--- src/rtl/rij_pkg.sv ---
// rij_pkg: shared constants for the IF/ID stage.
//   Holds the MIPS opcodes the hazard logic cares about, the NOP encoding,
//   the register-address width, the IF/ID FSM state type, and a helper
//   that says whether an opcode reads its rt field.
package rij_pkg;

  localparam logic [5:0]  OP_RTYPE = 6'b000000;
  localparam logic [5:0]  OP_SW    = 6'b101011;
  localparam logic [5:0]  OP_BEQ   = 6'b000100;
  localparam logic [5:0]  OP_BNE   = 6'b000101;
  localparam logic [5:0]  OP_LW    = 6'b100011;
  localparam logic [31:0] NOP_INST = 32'h0;
  localparam int          REG_AW   = 5;

  typedef enum logic {RUN, HOLD} state_t;

  // R-type, stores and compare-branches read rt as a source operand.
  // Every other format uses rt as a destination or not at all.
  function automatic logic uses_rt(input logic [5:0] op);
    return (op == OP_RTYPE) || (op == OP_SW) || (op == OP_BEQ) || (op == OP_BNE);
  endfunction

endpackage

--- src/rtl/if_id_stage_if.sv ---
// if_id_stage_if: fetch-side, EX-side and decode-side signals of the IF/ID stage.
//   slave  : the IF/ID stage itself (takes fetch/EX inputs, drives id_* and stall).
//   master : the environment (fetch, ID/EX) driving the inputs.
//   Fetch side : if_ir, if_pc, if_npc, cond
//   EX side    : ex_mem_read, ex_rt
//   Decode side: id_ir, id_pc, id_npc, id_valid, id_rs, id_rt, bubble
//   Control    : stall (to fetch), stall_cnt (perf counter)
interface if_id_stage_if #(
  parameter int DATA_W = 32,
  parameter int REG_AW = 5,
  parameter int CNT_W  = 16
);
  logic [DATA_W-1:0] if_ir;
  logic [DATA_W-1:0] if_pc;
  logic [DATA_W-1:0] if_npc;
  logic              cond;
  logic              ex_mem_read;
  logic [REG_AW-1:0] ex_rt;
  logic [DATA_W-1:0] id_ir;
  logic [DATA_W-1:0] id_pc;
  logic [DATA_W-1:0] id_npc;
  logic              id_valid;
  logic [REG_AW-1:0] id_rs;
  logic [REG_AW-1:0] id_rt;
  logic              stall;
  logic              bubble;
  logic [CNT_W-1:0]  stall_cnt;

  modport slave (
    input  if_ir, if_pc, if_npc, cond, ex_mem_read, ex_rt,
    output id_ir, id_pc, id_npc, id_valid, id_rs, id_rt, stall, bubble, stall_cnt
  );

  modport master (
    output if_ir, if_pc, if_npc, cond, ex_mem_read, ex_rt,
    input  id_ir, id_pc, id_npc, id_valid, id_rs, id_rt, stall, bubble, stall_cnt
  );
endinterface

--- src/rtl/if_id_stage_hazard_detect.sv ---
// hazard_detect: combinational load-use hazard check.
//   id_ir       in  instruction currently held in IF/ID
//   id_valid    in  id_ir is a real instruction
//   ex_mem_read in  instruction in ID/EX is a load
//   ex_rt       in  destination register of that load
//   hz          out decode would read the load result before it exists
module hazard_detect #(
  parameter int DATA_W = 32,
  parameter int REG_AW = 5
) (
  input  logic [DATA_W-1:0] id_ir,
  input  logic              id_valid,
  input  logic              ex_mem_read,
  input  logic [REG_AW-1:0] ex_rt,
  output logic              hz
);
  import rij_pkg::*;

  logic [5:0]        op;
  logic [REG_AW-1:0] rs, rt;
  logic              unused_lo;

  assign op = id_ir[31:26];
  assign rs = id_ir[21 +: REG_AW];
  assign rt = id_ir[16 +: REG_AW];
  // Immediate / funct bits play no part in the hazard decision.
  assign unused_lo = &{1'b0, id_ir[15:0]};

  // $zero is never a real dependency, even if a load targets it.
  assign hz = id_valid && ex_mem_read && (ex_rt != '0) &&
              ((ex_rt == rs) || (uses_rt(op) && (ex_rt == rt)));
endmodule

--- src/rtl/if_id_stage.sv ---
// if_id_stage: IF/ID pipeline register with load-use hazard detection.
//   clk : pipeline clock, rising edge
//   rst : asynchronous active-high reset
//   bus : if_id_stage_if.slave (fetch inputs, EX load info, ID outputs,
//         stall to fetch, bubble to ID/EX, stall_cnt perf counter)
// Update priority at each edge: flush (cond) > stall > load.
module if_id_stage #(
  parameter int DATA_W = 32,
  parameter int REG_AW = 5,
  parameter int CNT_W  = 16
) (
  input logic           clk,
  input logic           rst,
  if_id_stage_if.slave  bus
);
  import rij_pkg::*;

  logic [DATA_W-1:0] ir_q, pc_q, npc_q;
  logic              vld_q;
  logic [CNT_W-1:0]  cnt_q;
  logic              hz, stall;
  state_t            state, state_n;

  hazard_detect #(.DATA_W(DATA_W), .REG_AW(REG_AW)) u_hz (
    .id_ir       (ir_q),
    .id_valid    (vld_q),
    .ex_mem_read (bus.ex_mem_read),
    .ex_rt       (bus.ex_rt),
    .hz          (hz)
  );

  // HOLD lasts exactly one cycle after a stall, so a load that is still
  // visible in ID/EX next cycle cannot re-stall the same instruction.
  always_ff @(posedge clk or posedge rst) begin
    if (rst) state <= RUN;
    else     state <= state_n;
  end

  always_comb begin
    state_n = state;
    stall   = 1'b0;
    case (state)
      RUN: if (hz && !bus.cond) begin
        state_n = HOLD;
        stall   = 1'b1;
      end
      HOLD: state_n = RUN;
      default: state_n = RUN;
    endcase
  end

  always_ff @(posedge clk or posedge rst) begin
    if (rst) begin
      ir_q  <= NOP_INST[DATA_W-1:0];
      pc_q  <= '0;
      npc_q <= '0;
      vld_q <= 1'b0;
    end else if (bus.cond) begin
      // Flushed slot keeps its PC so downstream sees where the NOP came from.
      ir_q  <= NOP_INST[DATA_W-1:0];
      pc_q  <= bus.if_pc;
      npc_q <= bus.if_npc;
      vld_q <= 1'b0;
    end else if (!stall) begin
      ir_q  <= bus.if_ir;
      pc_q  <= bus.if_pc;
      npc_q <= bus.if_npc;
      vld_q <= 1'b1;
    end
  end

  always_ff @(posedge clk or posedge rst) begin
    if (rst)                       cnt_q <= '0;
    else if (stall && cnt_q != '1) cnt_q <= cnt_q + CNT_W'(1);
  end

  assign bus.id_ir     = ir_q;
  assign bus.id_pc     = pc_q;
  assign bus.id_npc    = npc_q;
  assign bus.id_valid  = vld_q;
  assign bus.id_rs     = ir_q[21 +: REG_AW];
  assign bus.id_rt     = ir_q[16 +: REG_AW];
  assign bus.stall     = stall;
  assign bus.bubble    = stall;
  assign bus.stall_cnt = cnt_q;
endmodule
--- src/flat_wrapper.sv ---
// flat-port wrapper written by rule: the top's interface ports become plain ports
module if_id_stage_flat import rij_pkg::*;
#(
  parameter int DATA_W = 32,
  parameter int REG_AW = 5,
  parameter int CNT_W  = 16
)
  (clk, rst, bus_if_ir, bus_if_pc, bus_if_npc, bus_cond, bus_ex_mem_read, bus_ex_rt, bus_id_ir, bus_id_pc, bus_id_npc, bus_id_valid, bus_id_rs, bus_id_rt, bus_stall, bus_bubble, bus_stall_cnt);
  if_id_stage_if #(.DATA_W(DATA_W), .REG_AW(REG_AW), .CNT_W(CNT_W)) bus_i ();
  input logic clk;
  input logic rst;
  input wire logic [$bits(bus_i.if_ir)-1:0] bus_if_ir;
  input wire logic [$bits(bus_i.if_pc)-1:0] bus_if_pc;
  input wire logic [$bits(bus_i.if_npc)-1:0] bus_if_npc;
  input wire logic [$bits(bus_i.cond)-1:0] bus_cond;
  input wire logic [$bits(bus_i.ex_mem_read)-1:0] bus_ex_mem_read;
  input wire logic [$bits(bus_i.ex_rt)-1:0] bus_ex_rt;
  output wire logic [$bits(bus_i.id_ir)-1:0] bus_id_ir;
  output wire logic [$bits(bus_i.id_pc)-1:0] bus_id_pc;
  output wire logic [$bits(bus_i.id_npc)-1:0] bus_id_npc;
  output wire logic [$bits(bus_i.id_valid)-1:0] bus_id_valid;
  output wire logic [$bits(bus_i.id_rs)-1:0] bus_id_rs;
  output wire logic [$bits(bus_i.id_rt)-1:0] bus_id_rt;
  output wire logic [$bits(bus_i.stall)-1:0] bus_stall;
  output wire logic [$bits(bus_i.bubble)-1:0] bus_bubble;
  output wire logic [$bits(bus_i.stall_cnt)-1:0] bus_stall_cnt;
  assign bus_i.if_ir = bus_if_ir;
  assign bus_i.if_pc = bus_if_pc;
  assign bus_i.if_npc = bus_if_npc;
  assign bus_i.cond = bus_cond;
  assign bus_i.ex_mem_read = bus_ex_mem_read;
  assign bus_i.ex_rt = bus_ex_rt;
  assign bus_id_ir = bus_i.id_ir;
  assign bus_id_pc = bus_i.id_pc;
  assign bus_id_npc = bus_i.id_npc;
  assign bus_id_valid = bus_i.id_valid;
  assign bus_id_rs = bus_i.id_rs;
  assign bus_id_rt = bus_i.id_rt;
  assign bus_stall = bus_i.stall;
  assign bus_bubble = bus_i.bubble;
  assign bus_stall_cnt = bus_i.stall_cnt;
  if_id_stage #(.DATA_W(DATA_W), .REG_AW(REG_AW), .CNT_W(CNT_W)) u_core (.clk(clk), .rst(rst), .bus(bus_i));
endmodule
--- config.mk ---
export PLATFORM = sky130hd
export DESIGN_NAME = if_id_stage_flat
export DESIGN_NICKNAME = d
export VERILOG_FILES = /design/src/rtl/rij_pkg.sv /design/src/rtl/if_id_stage_if.sv /design/src/rtl/if_id_stage_hazard_detect.sv /design/src/rtl/if_id_stage.sv /design/src/flat_wrapper.sv
export SDC_FILE = /design/constraint.sdc
export NUM_CORES = 1
export LEC_CHECK = 0
export CORE_ASPECT_RATIO = 2
export CORE_MARGIN = 4
export CORE_UTILIZATION = 37
export DETAILED_ROUTE_END_ITERATION = 8
export PLACE_DENSITY_LB_ADDON = 0.3
export SYNTH_ARGS = -nofsm -noshare
export SYNTH_HDL_FRONTEND = slang
export SYNTH_SLANG_ARGS = --single-unit
--- constraint.sdc ---
create_clock -name clk -period 3.2 [get_ports clk]
set_input_delay 0.48 -clock clk [delete_from_list [all_inputs] [get_ports clk]]
set_output_delay 0.48 -clock clk [all_outputs]
set_load 0.02 [all_outputs]
==> images/met4.png <==
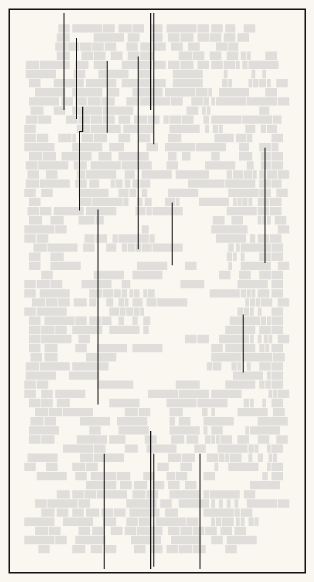
The layer holds 3.7% of the routed length. The wires run mostly vertical. 13 nets have wire on it.
WL final: 13320 µm
vias post-DR: 3717

==> images/pdn.png <==
The bar under the picture is 20 µm long. Pins as bars on the die edge. Tap cells in gray.
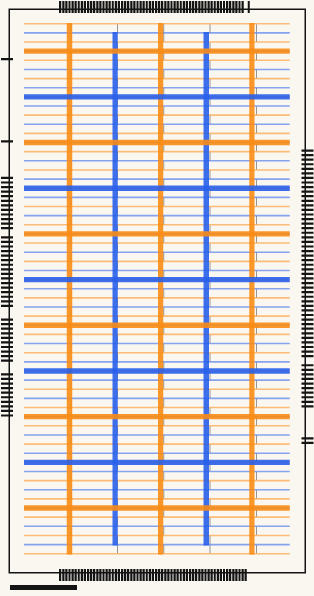
Blue marks VDD. Orange marks VSS.
59 met1 rails follow the rows. 150 tap cells.
chip width: 87.65 µm
Peak supply drop: 0.3816 mV

==> images/metal_stack.png <==
Only two layers are drawn.
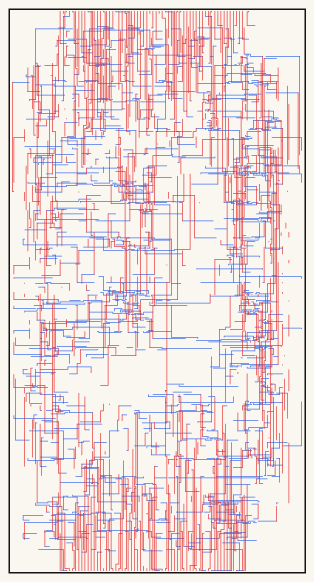
Blue marks met1, wire length 4180 µm. Red marks met2, wire length 7640 µm.
routed length per instance: 17.42 µm
GRT Resource Usage Total: 0.1848

==> images/zoom.png <==
Window x 53 to 78, y 29 to 54 µm. Cells in gray, sequential cells in the stronger gray; small squares are vias.
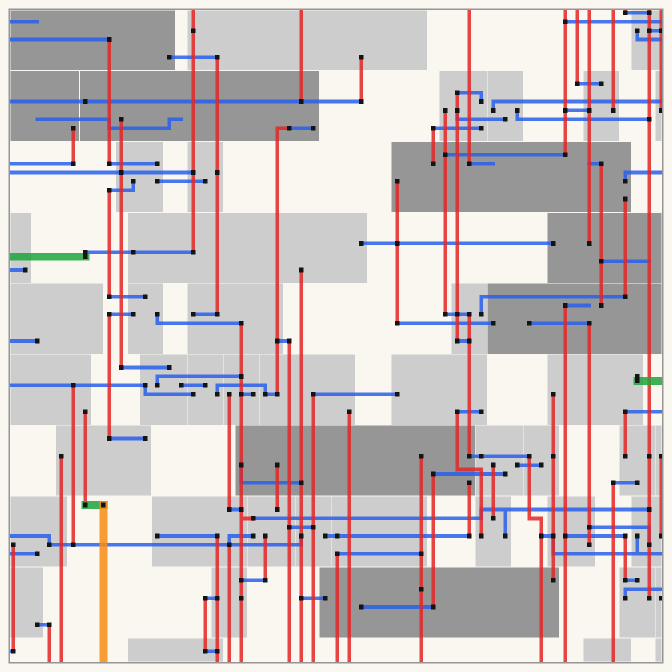
Red marks met2. Orange marks met4. Green marks met3. Blue marks met1.
Sequential cells in the window: 6. Netlist names of flops here include `u_core.bus.id_ir` (6). Most frequent: nand2_1 (15), clkdlybuf4s50_1 (8). 38 logic cells have their middle in the window.

## power by group
group          internal [mW]  leakage [nW]  total, mW  switching [mW]
clock                   1.33         0.298       1.96           0.627
sequential              1.52          1.41       1.57          0.0501
combinational          0.300          1.46      0.530           0.230
## per-stage QoR
stage | cells | cell area, µm² | worst slack [ns] | util | hold slack [ns]
finish | 765 | 7689 | 0.2937 | 0.6160 | 0.4748
global route | 765 | 7689 | 0.2219 | 0.6160 | 0.5087
CTS | 765 | 7689 | 0.2532 | 0.6160 | 0.4816
detailed placement | 735 | 7076 | 0.09818 | 0.5669 | 0.4693
global placement | 735 | 7076 | 0.1858 | 0.5669 | 0.4655
floorplan | 378 | 4698 | 0.4319 | - | 0.5824
## timing repair
item | 4_1_cts | 5_1_grt
hold buffers | 0 | 0
gates resized | 2 | 0
endpoints found under the setup margin | 2 | 0
==> notes.md <==
impl run done, here's what came out: Final Max Tran Viols=0, most frequent cells in the layout=clkdlybuf4s50_1 (227), dfrtp_1 (114), nand2_1 (67), mux2_2 (64), o21ai_0 (32), # diodes=0, Worst Setup EP=bus_stall, Fillers=1019, die area=around 0.015 mm², reg2reg end=u_core.bus.id_pc[13], Worst Path Buf+Inv=1, Least-Margin Pin Slew=0.9745 ns, yosys cell count=378, Log Warnings=26, Vias/cell=4.859, Power Density=527.1 mW/mm², TNS Setup=0 ns, FA/HA/MAJ Cells, Area Fraction=0.002665, max_slew headroom=0.3496, clock slew at reported path FFs=0.05 ns, run status=complete, no violations, Final #Nets=710, global-route layer with the greatest usage=met2, slowest stage delay, CP=0.51 ns, slowest CP cell=a2111o_1, post-synth area from yosys stat=0.004695 mm², ratio of cells with drive above 1 in the final layout=0.1675, Yosys cell types=29, crit-path max FO=3, CTS Sinks=between 100 and 150, Hold Crit Start=u_core.bus.id_ir[15]
Power and IR drop assume default switching activity.
